## src/rtl/hazard_scoreboard_if.sv

```systemverilog
// Decode-side hazard interface: decode/pipeline control drives the master side,
// the hazard scoreboard sits on the slave side.
interface hazard_scoreboard_if #(
  parameter int ADDR_W    = 5,
  parameter int FWD_DEPTH = 3
);
  localparam int SEL_W = $clog2(FWD_DEPTH + 1);

  logic                 dec_valid_i;
  logic [ADDR_W-1:0]    dec_rs0_i;
  logic [ADDR_W-1:0]    dec_rs1_i;
  logic                 dec_use_rs0_i;
  logic                 dec_use_rs1_i;
  logic                 dec_rf_we_i;
  logic [ADDR_W-1:0]    dec_waddr_i;
  logic                 dec_is_load_i;
  logic                 redirect_i;
  logic                 stall_o;
  logic                 flush_o;
  logic [SEL_W-1:0]     fwd_sel0_o;
  logic [SEL_W-1:0]     fwd_sel1_o;
  logic [FWD_DEPTH-1:0] inflight_o;

  modport master (
    output dec_valid_i, dec_rs0_i, dec_rs1_i, dec_use_rs0_i, dec_use_rs1_i,
           dec_rf_we_i, dec_waddr_i, dec_is_load_i, redirect_i,
    input  stall_o, flush_o, fwd_sel0_o, fwd_sel1_o, inflight_o
  );

  modport slave (
    input  dec_valid_i, dec_rs0_i, dec_rs1_i, dec_use_rs0_i, dec_use_rs1_i,
           dec_rf_we_i, dec_waddr_i, dec_is_load_i, redirect_i,
    output stall_o, flush_o, fwd_sel0_o, fwd_sel1_o, inflight_o
  );
endinterface

```

## src/rtl/hazard_scoreboard.sv

```systemverilog
// Shift-register scoreboard producing forwarding selects, load-use stall and redirect flush.
// Optional stall/flush counters enabled by defining HAZARD_PERF_CNT_EN.
module hazard_scoreboard #(
  parameter int ADDR_W     = 5,
  parameter int FWD_DEPTH  = 3,
  parameter int LOAD_READY = 1,
  parameter int BR_STAGE   = 1
) (
  input  logic               clk,
  input  logic               reset,
`ifdef HAZARD_PERF_CNT_EN
  output logic [31:0]        stall_cnt_o,
  output logic [31:0]        flush_cnt_o,
`endif
  hazard_scoreboard_if.slave sb
);
  localparam int SEL_W = $clog2(FWD_DEPTH + 1);

  typedef struct packed {
    logic              valid;
    logic [ADDR_W-1:0] waddr;
    logic              is_load;
  } entry_t;

  entry_t           sb_q [FWD_DEPTH];
  entry_t           sb_d [FWD_DEPTH];
  logic [SEL_W-1:0] sel0, sel1;
  logic             late0, late1;
  logic             stall, flush, issue;

  // Scan oldest to youngest so the youngest match overwrites older ones.
  always_comb begin
    sel0  = '0;
    sel1  = '0;
    late0 = 1'b0;
    late1 = 1'b0;
    for (int unsigned k = FWD_DEPTH; k > 0; k--) begin
      if (sb.dec_use_rs0_i && sb_q[k-1].valid && sb.dec_rs0_i != '0 &&
          sb_q[k-1].waddr == sb.dec_rs0_i) begin
        sel0  = SEL_W'(k);
        late0 = sb_q[k-1].is_load && ((k - 1) < LOAD_READY);
      end
      if (sb.dec_use_rs1_i && sb_q[k-1].valid && sb.dec_rs1_i != '0 &&
          sb_q[k-1].waddr == sb.dec_rs1_i) begin
        sel1  = SEL_W'(k);
        late1 = sb_q[k-1].is_load && ((k - 1) < LOAD_READY);
      end
    end
  end

  // Redirect beats stall; flush is held low while reset is asserted.
  always_comb begin
    stall = (late0 | late1) & ~sb.redirect_i;
    flush = sb.redirect_i & reset;
    issue = sb.dec_valid_i & ~stall & ~sb.redirect_i;
  end

  always_comb begin
    sb_d[0] = '0;
    if (issue) begin
      sb_d[0].valid   = sb.dec_rf_we_i && (sb.dec_waddr_i != '0);
      sb_d[0].waddr   = sb.dec_waddr_i;
      sb_d[0].is_load = sb.dec_is_load_i;
    end
    for (int unsigned k = 1; k < FWD_DEPTH; k++) begin
      sb_d[k] = sb_q[k-1];
      if (sb.redirect_i && ((k - 1) < BR_STAGE))
        sb_d[k].valid = 1'b0;
    end
  end

  always_ff @(posedge clk or negedge reset) begin
    if (!reset) begin
      for (int unsigned k = 0; k < FWD_DEPTH; k++)
        sb_q[k] <= '0;
    end else begin
      for (int unsigned k = 0; k < FWD_DEPTH; k++)
        sb_q[k] <= sb_d[k];
    end
  end

  always_comb begin
    sb.stall_o    = stall;
    sb.flush_o    = flush;
    sb.fwd_sel0_o = sel0;
    sb.fwd_sel1_o = sel1;
    for (int unsigned k = 0; k < FWD_DEPTH; k++)
      sb.inflight_o[k] = sb_q[k].valid;
  end

`ifdef HAZARD_PERF_CNT_EN
  always_ff @(posedge clk or negedge reset) begin
    if (!reset) begin
      stall_cnt_o <= '0;
      flush_cnt_o <= '0;
    end else begin
      if (stall && stall_cnt_o != '1)
        stall_cnt_o <= stall_cnt_o + 32'd1;
      if (flush && flush_cnt_o != '1)
        flush_cnt_o <= flush_cnt_o + 32'd1;
    end
  end
`endif

endmodule

```

## src/flat_wrapper.sv

```systemverilog
// flat-port wrapper written by rule: the top's interface ports become plain ports
module hazard_scoreboard_flat 
#(
  parameter int ADDR_W     = 5,
  parameter int FWD_DEPTH  = 3,
  parameter int LOAD_READY = 1,
  parameter int BR_STAGE   = 1
)
  (clk, reset, sb_dec_valid_i, sb_dec_rs0_i, sb_dec_rs1_i, sb_dec_use_rs0_i, sb_dec_use_rs1_i, sb_dec_rf_we_i, sb_dec_waddr_i, sb_dec_is_load_i, sb_redirect_i, sb_stall_o, sb_flush_o, sb_fwd_sel0_o, sb_fwd_sel1_o, sb_inflight_o);
  hazard_scoreboard_if #(.ADDR_W(ADDR_W), .FWD_DEPTH(FWD_DEPTH)) sb_i ();
  input  logic clk;
  input  logic reset;
  input wire logic [$bits(sb_i.dec_valid_i)-1:0] sb_dec_valid_i;
  input wire logic [$bits(sb_i.dec_rs0_i)-1:0] sb_dec_rs0_i;
  input wire logic [$bits(sb_i.dec_rs1_i)-1:0] sb_dec_rs1_i;
  input wire logic [$bits(sb_i.dec_use_rs0_i)-1:0] sb_dec_use_rs0_i;
  input wire logic [$bits(sb_i.dec_use_rs1_i)-1:0] sb_dec_use_rs1_i;
  input wire logic [$bits(sb_i.dec_rf_we_i)-1:0] sb_dec_rf_we_i;
  input wire logic [$bits(sb_i.dec_waddr_i)-1:0] sb_dec_waddr_i;
  input wire logic [$bits(sb_i.dec_is_load_i)-1:0] sb_dec_is_load_i;
  input wire logic [$bits(sb_i.redirect_i)-1:0] sb_redirect_i;
  output wire logic [$bits(sb_i.stall_o)-1:0] sb_stall_o;
  output wire logic [$bits(sb_i.flush_o)-1:0] sb_flush_o;
  output wire logic [$bits(sb_i.fwd_sel0_o)-1:0] sb_fwd_sel0_o;
  output wire logic [$bits(sb_i.fwd_sel1_o)-1:0] sb_fwd_sel1_o;
  output wire logic [$bits(sb_i.inflight_o)-1:0] sb_inflight_o;
  assign sb_i.dec_valid_i = sb_dec_valid_i;
  assign sb_i.dec_rs0_i = sb_dec_rs0_i;
  assign sb_i.dec_rs1_i = sb_dec_rs1_i;
  assign sb_i.dec_use_rs0_i = sb_dec_use_rs0_i;
  assign sb_i.dec_use_rs1_i = sb_dec_use_rs1_i;
  assign sb_i.dec_rf_we_i = sb_dec_rf_we_i;
  assign sb_i.dec_waddr_i = sb_dec_waddr_i;
  assign sb_i.dec_is_load_i = sb_dec_is_load_i;
  assign sb_i.redirect_i = sb_redirect_i;
  assign sb_stall_o = sb_i.stall_o;
  assign sb_flush_o = sb_i.flush_o;
  assign sb_fwd_sel0_o = sb_i.fwd_sel0_o;
  assign sb_fwd_sel1_o = sb_i.fwd_sel1_o;
  assign sb_inflight_o = sb_i.inflight_o;
  hazard_scoreboard #(.ADDR_W(ADDR_W), .FWD_DEPTH(FWD_DEPTH), .LOAD_READY(LOAD_READY), .BR_STAGE(BR_STAGE)) u_core (.clk(clk), .reset(reset), .sb(sb_i));
endmodule
```

## config.mk

```make
export PLATFORM = sky130hd
export DESIGN_NAME = hazard_scoreboard_flat
export DESIGN_NICKNAME = d
export VERILOG_FILES = /design/src/rtl/hazard_scoreboard_if.sv /design/src/rtl/hazard_scoreboard.sv /design/src/flat_wrapper.sv
export SDC_FILE = /design/constraint.sdc
export NUM_CORES = 1
export LEC_CHECK = 0
export CAP_MARGIN = 10
export CORE_ASPECT_RATIO = 0.8
export CORE_MARGIN = 2
export CORE_UTILIZATION = 49
export CTS_CLUSTER_DIAMETER = 60
export CTS_CLUSTER_SIZE = 25
export DETAILED_ROUTE_END_ITERATION = 7
export PLACE_DENSITY = 0.94
export SYNTH_ARGS = -nofsm -noshare
export SYNTH_HDL_FRONTEND = slang
export SYNTH_SLANG_ARGS = --single-unit
```

## constraint.sdc

```tcl
create_clock -name clk -period 9.4 [get_ports clk]
set_clock_uncertainty 0.2 [all_clocks]
set_input_delay 2.82 -clock clk [delete_from_list [all_inputs] [get_ports clk]]
set_output_delay 2.82 -clock clk [all_outputs]
set_load 0.005 [all_outputs]
```

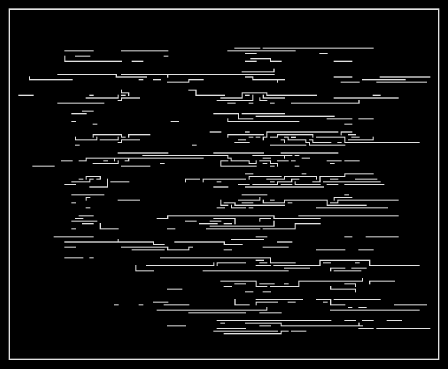
Figure 1: run 1, the metal 1 layer.
share of all routed wire: 42%
nets with wire on the layer: 128
drt total wl: 2.32 mm
GR Util met1: 24.0%
Vias: 822

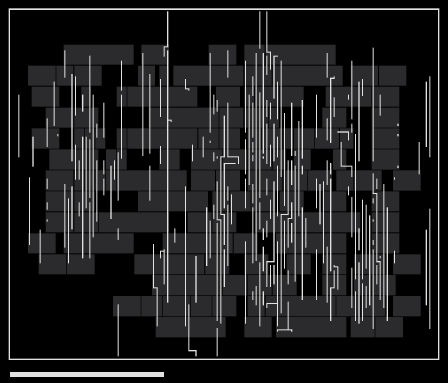
Figure 2: run 1, metal 2.
Bar = 20 um.
main direction: vertical
wire length on this layer: 1140 um
nets with wire on the layer: 135
share of all routed wire: 49%
longest straight run: 32.6 um
GR Layer Usage met2: 37.4%

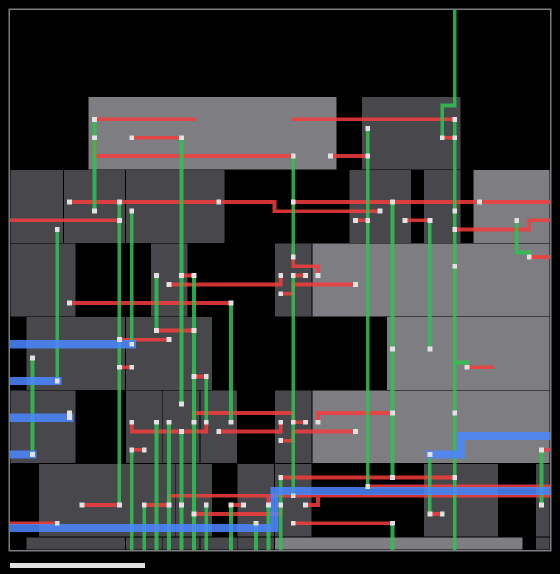
Figure 3: run 1, layout detail.
Bar = 5 um. Region (4, 24) to (24, 44) um. Cells in gray, sequential cells in the stronger gray; small squares are vias.
legend:
  M1:
    color: red
  M3:
    color: blue
  M2:
    color: green
sequential cells in the window: 4
netlist names of flops here include: u_core.sb.inflight_o (2), u_core.sb_d (2)
cells with their middle in the window: 25
most frequent: clkdlybuf4s50_1 (6), nor2_1 (5)

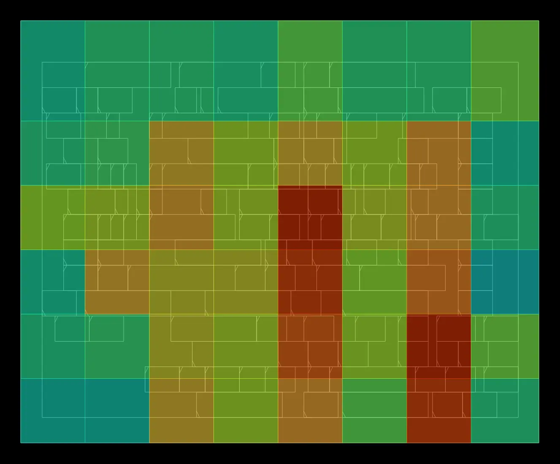
Figure 4: run 1, routing congestion map.
Final Util: 71.7%
busiest grt layer: met2
GR Util met3: 5.44%

==> flow_summary.toml, run 1 <==
# yosys + openroad results
[outcome]
outcome = "complete, no violations"

[synth]
synth_cell_type_count = 25
fa_ha_area_share_pct = 0
ys_sh_simple_pct = 19.9
netlist_area_sq_um = 1040
numSynthFlops = 19
ys_warn_count = 0
flop_cell = "dfrtp_1"
ys_cells = 96
xor_area_share_pct = 25.2
mux_area_share_pct = 0
syn_nets = 119

[setup_path]
worstSetupPathType = "in -> out"
crit_start = "sb_dec_rs0_i[4]"
crit_slowest_cell = "clkdlybuf4s50_1"
reg2reg_slack_ns = 7.52
crit_path_max_fanout = 8
r2r-end = "u_core.sb_d[8]$_DFF_PN0_"
reg2reg_from = "u_core.sb_d[12]$_DFF_PN0_"

[finish]
final-clk-cell-share_pct = 1.89
regArea_sq_um = 475
n_clock_buffer = 4
seq_area_share_pct = 34.1
inverters = 0

[power]
p_sw_mw = 0.0391
clkPwrFrac_pct = 24.9
p_clk_mw = 0.0392
finalPower_mw = 0.158
power_switching_share_pct = 24.8
seqPwrFrac_pct = 55.7
p_leak_nw = 0.585

[worst_hold_path]
whs_path_depth = 0

[place]
port_buffers = 31
hpwlAfterDp_mm = 1.88
gp_congestion = 0.951

[floorplan]
core_area_sq_um = 1940
dieHeight_um = 45.3
n_tap_cell = 24
dieArea_sq_um = 2510
io_pins = 32
num_rows = 14

[cts]
clk_path_buf_depth = 2
clock_latency_ns = 0.29
cts_buffers = 3
post_cts_buffers = 0

[detailed_routing]
final_antenna_net_count = 0
via_per_inst = 5.37
drc = 0
route.top_layer_used = "met4"
wl_per_cell_um = 15.2
met1_length_um = 981

[timing]
hold_ws_ns = 0.240
finalSetupViolCount = 0
rsz0062_at_grt = "false"
fin_crit_sh_pct = 86.9
hold_viol = 0

[global_route]
grt_pass1_wl_mm = 3.94
grt_antenna_before_repair = 0
## run 1: synth_stat cells (3+ instances only)
cell	number	area [sq um]
dfrtp_1	19	475
xor2_1	16	140
xnor2_1	14	123
nor4_1	3	18.8
nand2_1	8	30.0
buf_4	3	22.5
nor2_1	9	33.8
## run 1: cells in the final DEF (no fill, tap or decap), types with 2 or more instances in the layout
cell type / netlist / routed
xor2_1: 16 / 16
nand4_1: 2 / 2
dfrtp_1: 19 / 19
xnor2_1: 14 / 14
clkdlybuf4s50_1: 0 / 31
o21a_1: 2 / 2
nor3_1: 2 / 2
nor2_1: 9 / 9
nand4b_1: 2 / 2
o31ai_1: 2 / 2
nand3_1: 2 / 2
clkbuf_4: 0 / 3
nor4_1: 3 / 3
nand2_1: 8 / 8
==> run 2: changes to the inputs <==
--- a/config.mk
+++ b/config.mk
@@ -12,6 +12,7 @@
 export CTS_CLUSTER_DIAMETER = 60
 export CTS_CLUSTER_SIZE = 25
 export DETAILED_ROUTE_END_ITERATION = 7
+export MAX_ROUTING_LAYER = met4
 export PLACE_DENSITY = 0.94
 export SYNTH_ARGS = -nofsm -noshare
 export SYNTH_HDL_FRONTEND = slang
==> constraint.sdc (replaced) <==
create_clock -name clk -period 9.4 [get_ports clk]
set_clock_uncertainty 0.2 [all_clocks]
set_input_delay 0.94 -clock clk [delete_from_list [all_inputs] [get_ports clk]]
set_output_delay 0.94 -clock clk [all_outputs]
set_load 0.005 [all_outputs]
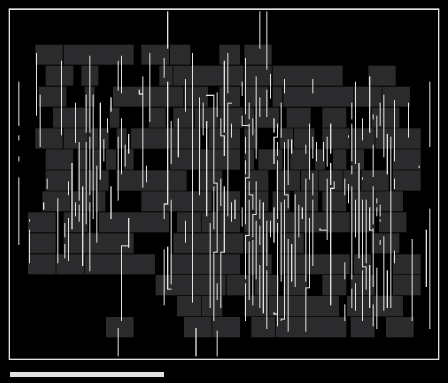
Figure 5: run 2, metal 2.
Bar = 20 um.
drt total wl: 2.24 mm
Vias: 806
GR Layer Usage met2: 36.9%

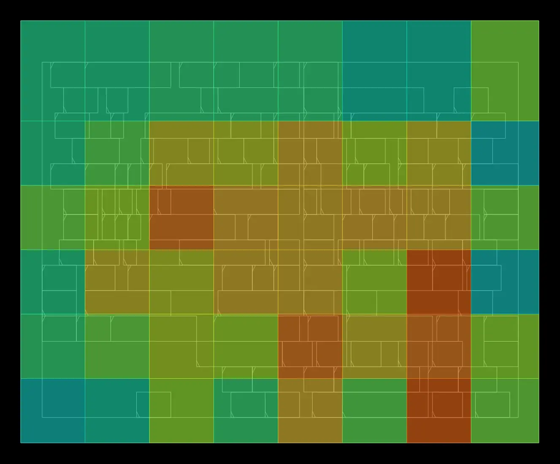
Figure 6: run 2, routing congestion map.
Final Util: 71.4%
GR Util met3: 4.58%
GR Util met1: 21.1%
Global Route Usage Sum: 19.8%

==> run 2 against run 1 <==
Area after synthesis did not move. Die size did not move. Count of clock-buffer cells in the layout fell by 1. Combinational power fell by 2%. Routed wire length fell by 3.6%. Global-route usage fell by 1.0 points. Utilization fell by 0.32 points. Register-to-register slack got worse by 0.02 ns. Non-clock buffer count fell by 1. Critical endpoint unchanged. Power rose by 0.38%.
==> flow_summary.toml, run 2 <==
# yosys + openroad results
[synth]
fa_ha_area_share_pct = 0
syn_nets = 119
ys_sh_simple_pct = 19.9
top_cell = "dfrtp_1"
xor_area_share_pct = 25.2
ys_warn_count = 0
synth_cell_type_count = 25
flop_cell = "dfrtp_1"
synthTopCellsByCount = "19 x dfrtp_1, 16 x xor2_1, 14 x xnor2_1"
topCellsByArea = "dfrtp_1 46%, xor2_1 13%, xnor2_1 12%"
mux_area_share_pct = 0
netlist_area_sq_um = 1040
syn_avg_cell_area_sq_um = 10.9
top_area_share_pct = 45.6
synth_area_leader_cell = "dfrtp_1"

[finish]
post-route-cell-area_sq_um = 1390
layout_top_cell = "clkdlybuf4s50_1"
antenna_cells = 0
layout_top_cells = "31 x clkdlybuf4s50_1, 19 x dfrtp_1, 16 x xor2_1, 14 x xnor2_1, 9 x nor2_1"
num-fill-cells = 149

[timing]
fin_crit_sh_pct = 46.4
hold_viol = 0
rsz0062_at_grt = "false"
fin_ws_ns = 5.04
setup_tns_ns = 0
hold_ws_ns = 0.242
finalSetupViolCount = 0

[detailed_routing]
met1_length_um = 981
final_antenna_net_count = 0
drc = 0
via_per_inst = 5.30
route.top_layer_used = "met3"
wl_per_cell_um = 14.7

[setup_path]
crit_path_max_fanout = 8
r2r-end = "u_core.sb_d[11]$_DFF_PN0_"
worstSetupPathType = "in -> out"
reg2reg_slack_ns = 7.50
worstPathRequired_ns = 8.26
reg2reg_from = "u_core.sb_d[10]$_DFF_PN0_"
rr_worst_depth = 5
crit_slowest_cell = "clkdlybuf4s50_1"

[power]
power.group.top = "registers"
p_sw_mw = 0.0407
seqPwrFrac_pct = 55.5
finalPower_mw = 0.158
p_clk_mw = 0.0403
clkPwrFrac_pct = 25.5
peakVddDrop_uv = 73.6
power_switching_share_pct = 25.7

[cts]
clock_latency_ns = 0.29
post_cts_buffers = 0
clk_path_buf_depth = 2

[floorplan]
io_pins = 32
dieHeight_um = 45.3
dieArea_sq_um = 2510
core_area_sq_um = 1940
num_rows = 14

[global_route]
grt_max_degree = 21
grt_pass1_wl_mm = 3.60
grt_antenna_before_repair = 0
grt-busiest-layer = "met2"

[place]
dp_worst_setup_slack_ns = 5.03
port_buffers = 31
gp_congestion = 0.956
hpwlAfterDp_mm = 1.83

[outcome]
outcome = "complete, no violations"

[flow_run]
cap_viol_max_count = 0

[worst_hold_path]
whs_path_depth = 0
## run 2: worst max-delay path by stage
stage	endpoint	startpoint	cells after the start
6_report	sb_stall_o	sb_dec_rs0_i[2]	7
5_1_grt	sb_stall_o	sb_dec_rs0_i[2]	7
4_1_cts	sb_stall_o	sb_dec_rs0_i[2]	7
3_5_place_dp	sb_stall_o	sb_dec_rs0_i[2]	7
3_3_place_gp	sb_stall_o	sb_dec_rs1_i[3]	7
2_1_floorplan	sb_stall_o	sb_dec_rs0_i[4]	5
## run 2: layout make-up
cell class,instances,area (sq um),share of cell area (%)
timing repair buffer,31,310,22.4
multi-input combinational,74,544,39.2
clock buffer,3,22.5,1.62
tap,24,30.0,2.16
sequential,19,475,34.3
clock inverter,1,5.00,0.361
==> run 3: changes to the inputs <==
--- a/config.mk
+++ b/config.mk
@@ -8,12 +8,12 @@
 export CAP_MARGIN = 10
 export CORE_ASPECT_RATIO = 0.8
 export CORE_MARGIN = 2
-export CORE_UTILIZATION = 49
+export CORE_UTILIZATION = 41
 export CTS_CLUSTER_DIAMETER = 60
 export CTS_CLUSTER_SIZE = 25
 export DETAILED_ROUTE_END_ITERATION = 7
 export MAX_ROUTING_LAYER = met4
-export PLACE_DENSITY = 0.94
+export PLACE_DENSITY = 0.85
 export SYNTH_ARGS = -nofsm -noshare
 export SYNTH_HDL_FRONTEND = slang
 export SYNTH_SLANG_ARGS = --single-unit
==> constraint.sdc (replaced) <==
create_clock -name clk -period 3.6 [get_ports clk]
set_clock_uncertainty 0.2 [all_clocks]
set_input_delay 0.36 -clock clk [delete_from_list [all_inputs] [get_ports clk]]
set_output_delay 0.36 -clock clk [all_outputs]
set_load 0.005 [all_outputs]
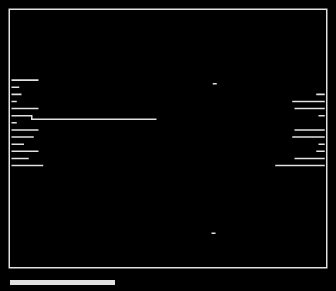
Figure 7: run 3, the metal 3 layer.
Bar = 20 um.
main direction: horizontal
share of all routed wire: 4.6%
nets with wire on the layer: 24
longest straight run: 23.7 um

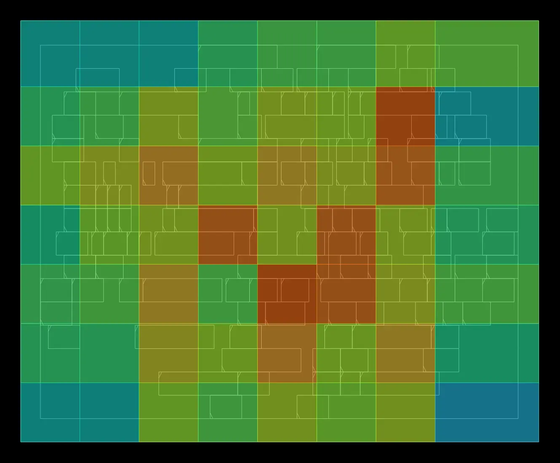
Figure 8: run 3, routing congestion map.
Global Route Usage Sum: 18.4%
Final Util: 58.2%

==> run 3 against run 2 <==
Sequential share of layout area down 0.52 points. First-iteration DRC count up 80%. Critical endpoint unchanged. Highest routed layer is now met4. Critical path depth is the same. Sequential power rose to 2.6 times the previous value. Critical path type unchanged.
==> flow_summary.toml, run 3 <==
# yosys + openroad results
[synth]
netlist_area_sq_um = 1040
syn_avg_cell_area_sq_um = 10.9
ys_warn_count = 0
synth_cell_type_count = 25
topCellsByArea = "dfrtp_1 46%, xor2_1 13%, xnor2_1 12%"
top_cell = "dfrtp_1"
xor_area_share_pct = 25.2
flop_cell = "dfrtp_1"
ys_sh_simple_pct = 19.9
synth_area_leader_cell = "dfrtp_1"

[floorplan]
dieHeight_um = 49.1
dieArea_sq_um = 2960
core_area_sq_um = 2420
num_rows = 16
n_tap_cell = 36

[setup_path]
worstPathRequired_ns = 3.04
reg2reg_from = "u_core.sb_d[11]$_DFF_PN0_"
reg2reg_slack_ns = 1.64
crit_start = "sb_dec_rs1_i[3]"
rr_worst_depth = 5

[finish]
regArea_sq_um = 475
post-route-cell-area_sq_um = 1410
n_clock_buffer = 4
antenna_cells = 0
largest_class = "logic gates"
layout_top_cell = "clkdlybuf4s50_1"
flops = 19
comb_area_sq_um = 544
num-fill-cells = 223
comb_share_pct = 38.6
nonClkBufAreaFrac_pct = 22.6

[power]
power_switching_share_pct = 25.2
p_clk_mw = 0.105
clkPwrFrac_pct = 25.4
seqPwrFrac_pct = 55.5

[timing]
finalSetupViolCount = 0
hold_viol = 0

[detailed_routing]
final_antenna_net_count = 0
wl_per_cell_um = 14.3
finalWirelength_mm = 2.36

[outcome]
outcome = "complete, no violations"

[global_route]
grt_antenna_before_repair = 0

[cts]
post_cts_buffers = 0
clk_path_buf_depth = 2

[place]
gp_congestion = 0.861
[run 3: cell counts after synthesis]
No cell type changed its count.
[run 3: metal layers]
layer  vias up  wire length [um]  GRT usage, %
li1        389                 -             -
met1       385              1040          22.2
met2        25              1180          30.3
met3         2               108          3.98
met4         0                28          6.30
met5         -                 0             -
[run 3: metrics by stage]
| step | hold slack (ns) | setup slack [ns] | instances |
|---|---|---|---|
| 2_1_floorplan | -0.136 | 1.57 | 96 |
| 3_3_place_gp | 0.224 | 0.393 | 161 |
| 3_5_place_dp | 0.211 | 0.320 | 161 |
| 4_1_cts | 0.196 | 0.307 | 165 |
| 5_1_grt | 0.203 | 0.184 | 165 |
| 6_report | 0.193 | 0.319 | 165 |
Power figures rest on the tool's default switching activity, not on a simulated workload.
